`src/rtl/muldiv_unit.sv`:
```
// Multi-cycle RV32M multiply/divide unit: one shift-add or restoring-divide step per cycle,
// fixed 34-cycle latency from accepted start to the done pulse, with flush and async reset.
module muldiv_unit #(
  parameter int XLEN = 32
) (
  input  logic            clk,
  input  logic            rst_n,
  input  logic            start,
  input  logic            flush,
  input  logic [2:0]      func_3,
  input  logic [XLEN-1:0] op_1,
  input  logic [XLEN-1:0] op_2,
  output logic            ready,
  output logic            busy,
  output logic            done,
  output logic [XLEN-1:0] result
);

  localparam int CW = $clog2(XLEN);
  localparam logic [CW-1:0] LAST = CW'(XLEN - 1);

  typedef enum logic [1:0] {S_IDLE, S_CALC, S_DONE} state_e;

  state_e            state_q;
  logic [CW-1:0]     count_q;
  logic [2:0]        func_q;
  logic [XLEN-1:0]   a_q, b_q, rem_q, result_q;
  logic [2*XLEN-1:0] acc_q;
  logic              neg_q, neg_a_q, done_q;

  logic              signed_a, signed_b, neg_1, neg_2;
  logic [XLEN-1:0]   mag_1, mag_2;
  logic [XLEN:0]     mul_sum, div_shift, div_diff;
  logic              div_fit;
  logic [2*XLEN-1:0] prod;
  logic [XLEN-1:0]   quo, rem, res_d;

  // NOTE: every signal driven here gets a value before any branch, so no latch is inferred.
  always_comb begin
    signed_a = func_3 inside {3'b001, 3'b010, 3'b100, 3'b110};
    signed_b = func_3 inside {3'b001, 3'b100, 3'b110};
    neg_1    = signed_a & op_1[XLEN-1];
    neg_2    = signed_b & op_2[XLEN-1];
    mag_1    = neg_1 ? -op_1 : op_1;
    mag_2    = neg_2 ? -op_2 : op_2;

    mul_sum   = {1'b0, acc_q[2*XLEN-1:XLEN]} + (acc_q[0] ? {1'b0, a_q} : '0);
    div_shift = {rem_q, acc_q[XLEN-1]};
    div_diff  = div_shift - {1'b0, b_q};
    div_fit   = div_shift >= {1'b0, b_q};

    // Divide-by-zero quotient is all ones regardless of sign; the remainder
    // naturally equals the dividend, and signed overflow falls out of the magnitudes.
    prod = neg_q ? -acc_q : acc_q;
    quo  = (b_q == '0) ? '1 : (neg_q ? -acc_q[XLEN-1:0] : acc_q[XLEN-1:0]);
    rem  = neg_a_q ? -rem_q : rem_q;

    case (func_q)
      3'b000:                 res_d = prod[XLEN-1:0];
      3'b001, 3'b010, 3'b011: res_d = prod[2*XLEN-1:XLEN];
      3'b100, 3'b101:         res_d = quo;
      default:                res_d = rem;
    endcase
  end

  // NOTE: the whole datapath is reset, not just the control, so no stale operand survives a reset.
  always_ff @(posedge clk or negedge rst_n) begin
    if (!rst_n) begin
      state_q  <= S_IDLE;
      count_q  <= '0;
      func_q   <= '0;
      a_q      <= '0;
      b_q      <= '0;
      rem_q    <= '0;
      acc_q    <= '0;
      neg_q    <= 1'b0;
      neg_a_q  <= 1'b0;
      done_q   <= 1'b0;
      result_q <= '0;
    end else begin
      // NOTE: non-blocking assignments so every register samples pre-edge values.
      done_q <= 1'b0;
      case (state_q)
        S_IDLE: begin
          if (start && !flush) begin
            func_q  <= func_3;
            a_q     <= mag_1;
            b_q     <= mag_2;
            neg_q   <= neg_1 ^ neg_2;
            neg_a_q <= neg_1;
            rem_q   <= '0;
            acc_q   <= {{XLEN{1'b0}}, func_3[2] ? mag_1 : mag_2};
            count_q <= '0;
            state_q <= S_CALC;
          end
        end
        S_CALC: begin
          if (flush) begin
            state_q <= S_IDLE;
          end else begin
            if (func_q[2]) begin
              rem_q <= div_fit ? div_diff[XLEN-1:0] : div_shift[XLEN-1:0];
              acc_q <= {acc_q[2*XLEN-1:XLEN], acc_q[XLEN-2:0], div_fit};
            end else begin
              acc_q <= {mul_sum, acc_q[XLEN-1:1]};
            end
            count_q <= count_q + 1'b1;
            if (count_q == LAST) state_q <= S_DONE;
          end
        end
        default: begin
          state_q <= S_IDLE;
          if (!flush) begin
            result_q <= res_d;
            done_q   <= 1'b1;
          end
        end
      endcase
    end
  end

  assign ready  = (state_q == S_IDLE);
  assign busy   = (state_q != S_IDLE);
  assign done   = done_q;
  assign result = result_q;

endmodule

```
`config.mk`:
```
export PLATFORM = sky130hd
export DESIGN_NAME = muldiv_unit
export DESIGN_NICKNAME = d
export VERILOG_FILES = /design/src/rtl/muldiv_unit.sv
export SDC_FILE = /design/constraint.sdc
export NUM_CORES = 1
export LEC_CHECK = 0
export CAP_MARGIN = 25
export CORE_AREA = 2 2 196 274
export CTS_CLUSTER_SIZE = 8
export DETAILED_ROUTE_END_ITERATION = 6
export DIE_AREA = 0 0 198 276
export GPL_ROUTABILITY_DRIVEN = 0
export HOLD_SLACK_MARGIN = 0.15
export MAX_ROUTING_LAYER = met4
export PLACE_DENSITY = 0.44
export SYNTH_ARGS = -nofsm -noshare
export SYNTH_HDL_FRONTEND = slang
export SYNTH_SLANG_ARGS = --single-unit
```
`constraint.sdc`:
```
create_clock -name clk -period 9.93 [get_ports clk]
set_clock_uncertainty 0.05 [all_clocks]
set_input_delay 1.4895 -clock clk [delete_from_list [all_inputs] [get_ports clk]]
set_output_delay 1.4895 -clock clk [all_outputs]
set_load 0.02 [all_outputs]
```
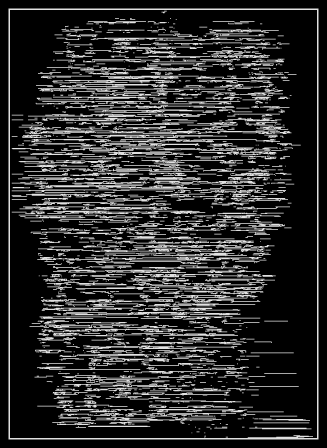
run_1/m1.png
wire length on this layer: 25.9 mm
longest straight run: 64.4 um
main direction: horizontal

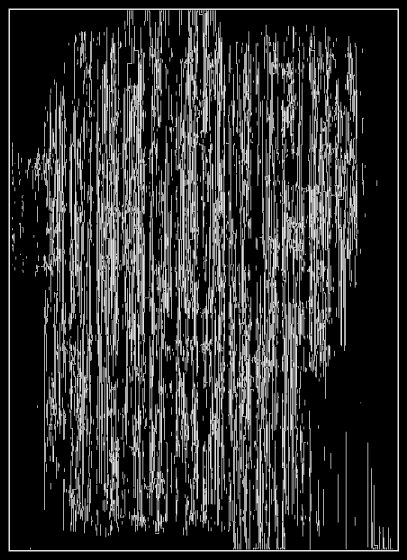
run_1/m2.png
wire length on this layer: 32.3 mm
share of all routed wire: 52%
longest straight run: 104 um
nets with wire on the layer: 1713

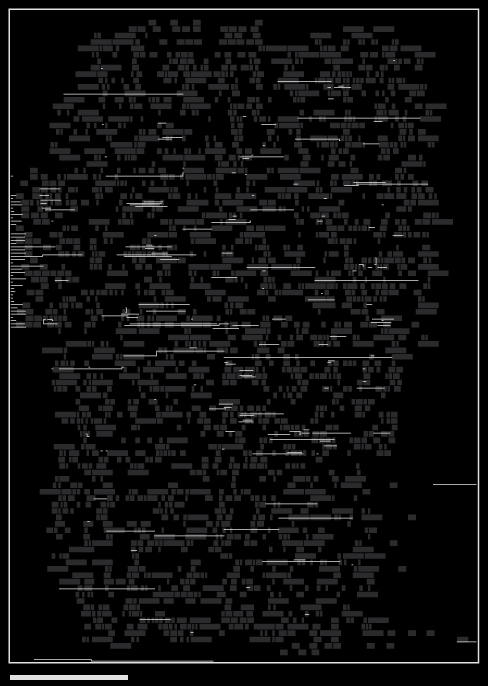
run_1/m3.png
Bar = 50 um. Cells faint in the background.
main direction: horizontal
nets with wire on the layer: 144
share of all routed wire: 2.8%

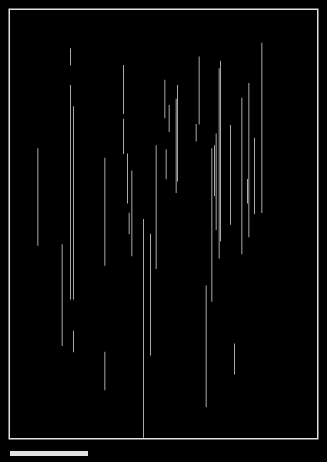
run_1/m4.png
Bar = 50 um.
share of all routed wire: 3.5%
main direction: vertical
wire length on this layer: 2170 um
longest straight run: 141 um

==> qor.rpt, run 1 <==
OUTCOME
-----------------------------------------------------------------------------------------------
Run status                                                                         finished, final reports clean

PLACED DESIGN
-----------------------------------------------------------------------------------------------
Worst setup timing slack at the placement stage                                         4.90 ns
Post-placement cell count                                                                  2689

CELLS AND AREA
-----------------------------------------------------------------------------------------------
Layout Area Growth over Synthesis                                                         16.2%
Non-Filler Instances                                                                       2729

STA
-----------------------------------------------------------------------------------------------
Share of the clock period used by the worst path                                          45.4%
Worst slew slack as a fraction of its limit                                               29.9%
Transition time of the tightest slew-check pin                                          1.03 ns
Maximum clock frequency                                                                 222 MHz
Setup repair after global routing missed its margin                                       false
Final setup violation count                                                                   0

SYNTHESIS
-----------------------------------------------------------------------------------------------
Synthesis warning total                                                                       0
Most frequent cell after synthesis                                                 sky130_fd_sc_hd__o21ai_0
Yosys xor share                                                                           11.2%
Distinct cell type count of the synthesized netlist                                          75

GRT
-----------------------------------------------------------------------------------------------
Total global routing overflow                                                                 0
GRT Total Usage                                                                           23.2%
Initial antenna violation count                                                               0
GR Util met3                                                                              1.90%

WORST SETUP PATH
-----------------------------------------------------------------------------------------------
R2r worst-path depth                                                                         12
CP endpoint kind                                                                      flip-flop

DRT
-----------------------------------------------------------------------------------------------
Routed via count divided by cell count                                                     5.34
Post-detailed-routing wire length                                                      62100 um
ANT nets after route                                                                          0
Iteration-0 DRC Markers                                                                     909
Routed metal-1 wirelength                                                              25900 um

CLOCK TREE
-----------------------------------------------------------------------------------------------
TritonCTS Sinks                                                                             205
Deepest level of the CTS H-tree                                                               1
Clock input transition at the sequential cells of the worst setup and hold paths        0.05 ns

POWER AND IR DROP
-----------------------------------------------------------------------------------------------
Pwr Total                                                                               3660 uW
Static power due to leakage                                                          0.00800 uW
Worst IR Drop VDD                                                                      0.129 mV

FLOORPLAN
-----------------------------------------------------------------------------------------------
Site Rows                                                                                    99
Die Y                                                                                    276 um
Die W                                                                                    198 um

JOB
-----------------------------------------------------------------------------------------------
Reported max-cap violation count                                                              0

HOLD PATH
-----------------------------------------------------------------------------------------------
Cell count of the worst hold path                                                             2

[run 1: report_power, final]
| part | internal (uW) | leakage (uW) | switching (uW) |
|---|---|---|---|
| Combinational | 598 | 0.00490 | 908 |
| Sequential | 957 | 0.00269 | 239 |
| Clock | 571 | 0.000408 | 388 |
[run 1: area by class of cell]
cell class	count	area, um^2	share of cell area [%]
clock buffers	34	787	4.23
repair buffers	127	1260	6.78
flip-flops and latches	205	5130	27.6
well taps	707	885	4.76
clock inverters	3	40.0	0.215
inverters	65	244	1.31
multi-input cells	1588	10200	55.1
[run 1: flip-flops by register name (all words and copies together), names as in the netlist]
register,flops
done,1
state_q,2
rem_q,32
result,32
neg_a_q,1
b_q,32
acc_q,64
neg_q,1
count_q,5
func_q,3
a_q,32
run_1/congestion_map.png
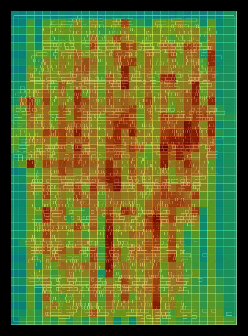

## Run 2: what changed since run 1
==> constraint.sdc (replaced) <==
create_clock -name clk -period 4.5 [get_ports clk]
set_clock_uncertainty 0.05 [all_clocks]
set_input_delay 0.675 -clock clk [delete_from_list [all_inputs] [get_ports clk]]
set_output_delay 0.675 -clock clk [all_outputs]
set_load 0.02 [all_outputs]
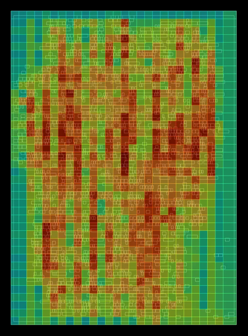
run_2/congestion_map.png
final core occ: 36.0%
met1 Track Usage GR: 26.5%

==> qor.rpt, run 2 <==
STA
-----------------------------------------------------------------------------------------------
Worst slew slack as a fraction of its limit                                               25.9%
Setup repair after global routing missed its margin                                       false
Transition time of the tightest slew-check pin                                          1.11 ns
Final setup violation count                                                                   0
Maximum clock frequency                                                                 241 MHz

DRT
-----------------------------------------------------------------------------------------------
ANT nets after route                                                                          0
Routed via count divided by cell count                                                     5.36
Iteration-0 DRC Markers                                                                     880

CELLS AND AREA
-----------------------------------------------------------------------------------------------
Top reg by flops                                                                          acc_q
Layout Area Growth over Synthesis                                                         17.2%
Flip-flop count of the largest register after layout                                         64
Non-Filler Instances                                                                       2759
Area taken by flip-flops and latches                                               0.00513 mm^2

SYNTHESIS
-----------------------------------------------------------------------------------------------
Synthesis warning total                                                                       0
Most frequent cell after synthesis                                                 sky130_fd_sc_hd__o21ai_0
Distinct cell type count of the synthesized netlist                                          75

POWER AND IR DROP
-----------------------------------------------------------------------------------------------
Worst IR Drop VDD                                                                      0.291 mV
Sequential cell fraction of total power                                                   32.1%
Logic gate share of total power                                                           43.0%
Clock Power Share                                                                         24.9%
Internal Pwr Total                                                                      4610 uW
Switching power                                                                         3410 uW
Switch share                                                                              42.5%
Pwr Total                                                                               8020 uW

WORST SETUP PATH
-----------------------------------------------------------------------------------------------
CP endpoint kind                                                                      flip-flop
R2r worst-path depth                                                                         13

PLACED DESIGN
-----------------------------------------------------------------------------------------------
Worst setup timing slack at the placement stage                                        0.293 ns
Post-placement cell count                                                                  2723

FLOORPLAN
-----------------------------------------------------------------------------------------------
Die Y                                                                                    276 um
Die W                                                                                    198 um

CLOCK TREE
-----------------------------------------------------------------------------------------------
Clock input transition at the sequential cells of the worst setup and hold paths        0.05 ns
TritonCTS Sinks                                                                             205

GRT
-----------------------------------------------------------------------------------------------
Total global routing overflow                                                                 0

JOB
-----------------------------------------------------------------------------------------------
Reported max-cap violation count                                                              0

OUTCOME
-----------------------------------------------------------------------------------------------
Run status                                                                         finished, final reports clean

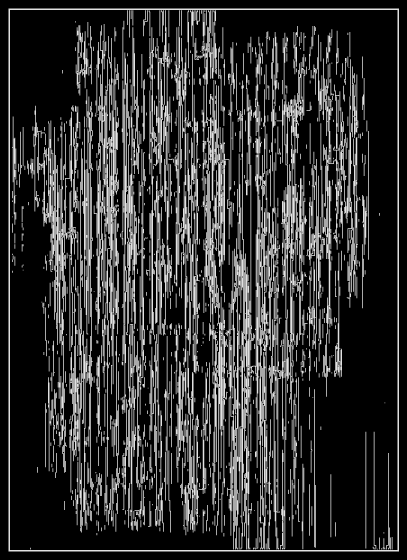
run_2/m2.png
main direction: vertical
nets with wire on the layer: 1750
wire length on this layer: 31.7 mm

==> run 2: cell counts after synthesis <==
Identical to the previous run, type by type.
==> run 2: routing by layer <==
layer  GRT usage (%)  part of all wire, %
met1            26.5                   39
met2            40.6                   50
met3            2.27                  3.5
met4            13.4                  6.6
met5               -                    0
==> run 2: power by group through the flow <==
stage                     clock [uW]  combinational (uW)  sequential (uW)
after global routing            2110                3790             2620
after detailed placement           0                3400             2640
after global placement             0                3380             2620
final                           2000                3450             2580
after floorplan                    0                2440             2360
after CTS                       2040                3420             2610
==> run 2: cell type report <==
class	instances	area share (%)
multi-input combinational	1588	54.6
sequential	205	27.4
timing repair buffer	159	7.98
clock buffer	34	3.97
clock inverter	1	0.0467
inverter	65	1.30
tap	707	4.72
run_2/m3.png
Bar = 50 um. Cells faint in the background.
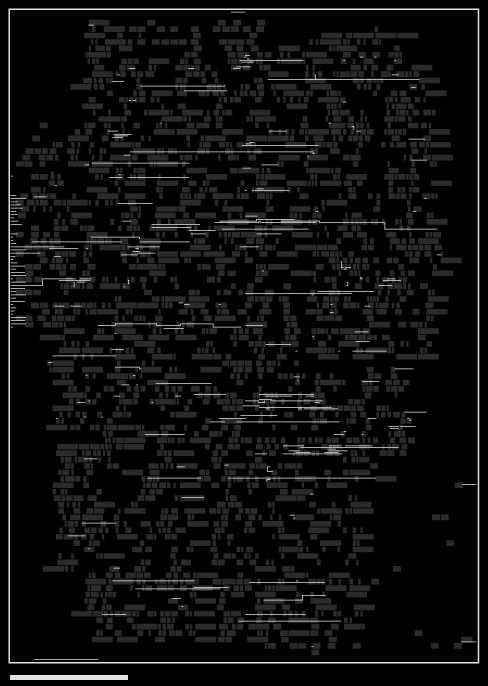

## Run 3: what changed since run 2
==> config.mk (replaced) <==
export PLATFORM = sky130hd
export DESIGN_NAME = muldiv_unit
export DESIGN_NICKNAME = d
export VERILOG_FILES = /design/src/rtl/muldiv_unit.sv
export SDC_FILE = /design/constraint.sdc
export NUM_CORES = 1
export LEC_CHECK = 0
export CAP_MARGIN = 20
export CORE_AREA = 2 2 149 209
export CTS_CLUSTER_SIZE = 8
export DETAILED_ROUTE_END_ITERATION = 6
export DIE_AREA = 0 0 151 211
export GPL_ROUTABILITY_DRIVEN = 0
export HOLD_SLACK_MARGIN = 0.15
export MAX_ROUTING_LAYER = met4
export PLACE_DENSITY = 0.7
export SYNTH_ARGS = -nofsm -noshare
export SYNTH_HDL_FRONTEND = slang
export SYNTH_SLANG_ARGS = --single-unit
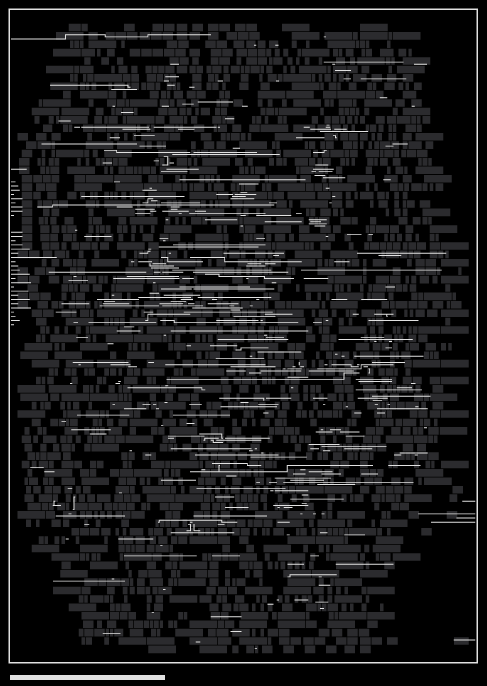
run_3/m3.png
Bar = 50 um. Cells faint in the background.
nets with wire on the layer: 254
wire length on this layer: 3350 um

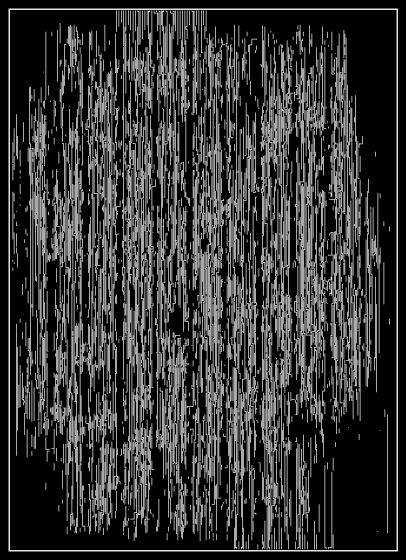
run_3/m2.png
nets with wire on the layer: 1828
main direction: vertical
wire length on this layer: 26.0 mm
share of all routed wire: 48%
longest straight run: 90.2 um

==> qor.rpt, run 3 <==
POWER AND IR DROP
-------------------------------------------------------------------
Clock Power Share                                             25.5%
Logic gate share of total power                               41.9%
Seq group                                                   2610 uW
Biggest consumer                                       combinational cells
Clk power                                                   2040 uW
Pwr Total                                                   7980 uW
Switching power                                             3310 uW
Sequential cell fraction of total power                       32.6%
Worst IR Drop VDD                                          0.321 mV

SYNTHESIS
-------------------------------------------------------------------
Synthesis warning total                                           0
Yosys xor share                                               11.2%

STA
-------------------------------------------------------------------
Maximum clock frequency                                     253 MHz
Transition time of the tightest slew-check pin              1.09 ns
Final setup violation count                                       0

DRT
-------------------------------------------------------------------
Detailed-routed wire length on met2                        26000 um
ANT nets after route                                              0
Detailed route wirelength on metal3                         3350 um
Routed metal-1 wirelength                                  20100 um
Post-detailed-routing wire length                          53600 um

GRT
-------------------------------------------------------------------
GRT Total Usage                                               34.3%
Met1 Track Usage GR                                           39.8%
GR Util met3                                                  4.49%

CLOCK TREE
-------------------------------------------------------------------
Deepest level of the CTS H-tree                                   1

FLOORPLAN
-------------------------------------------------------------------
Die Y                                                        211 um
Die W                                                        151 um
Site Rows                                                        75

CELLS AND AREA
-------------------------------------------------------------------
Layout multi-input combinational cell count                    1588
Leading cell category by total area                    multi-input combinational cells
Flip-flop count of the largest register after layout             64
Number of logic inverters in the finished layout                 65
Layout Area Growth over Synthesis                             14.5%
Non-clock buffer share of cell area                           7.82%
Fraction of area in registers                                 28.0%
Non-Filler Instances                                           2433

WORST SETUP PATH
-------------------------------------------------------------------
R2r worst-path depth                                              8

OUTCOME
-------------------------------------------------------------------
Run status                                             finished, final reports clean

[run 3: path summary, 6_finish.rpt]
check                                           from                     end  slack [ns]
worst max-delay path            acc_q[4]$_DFFE_PN0P_   result[4]$_DFFE_PN0P_        0.55
worst min-delay path                           rst_n  result[15]$_DFFE_PN0P_        0.13
worst max register to register  acc_q[4]$_DFFE_PN0P_   result[4]$_DFFE_PN0P_        0.55
worst min register to register   a_q[22]$_DFFE_PN0P_     a_q[22]$_DFFE_PN0P_        0.42
max in group asynchronous                      rst_n    acc_q[8]$_DFFE_PN0P_        3.23
min in group clk                 a_q[22]$_DFFE_PN0P_     a_q[22]$_DFFE_PN0P_        0.42
Power is estimated from default activity; no workload was simulated.
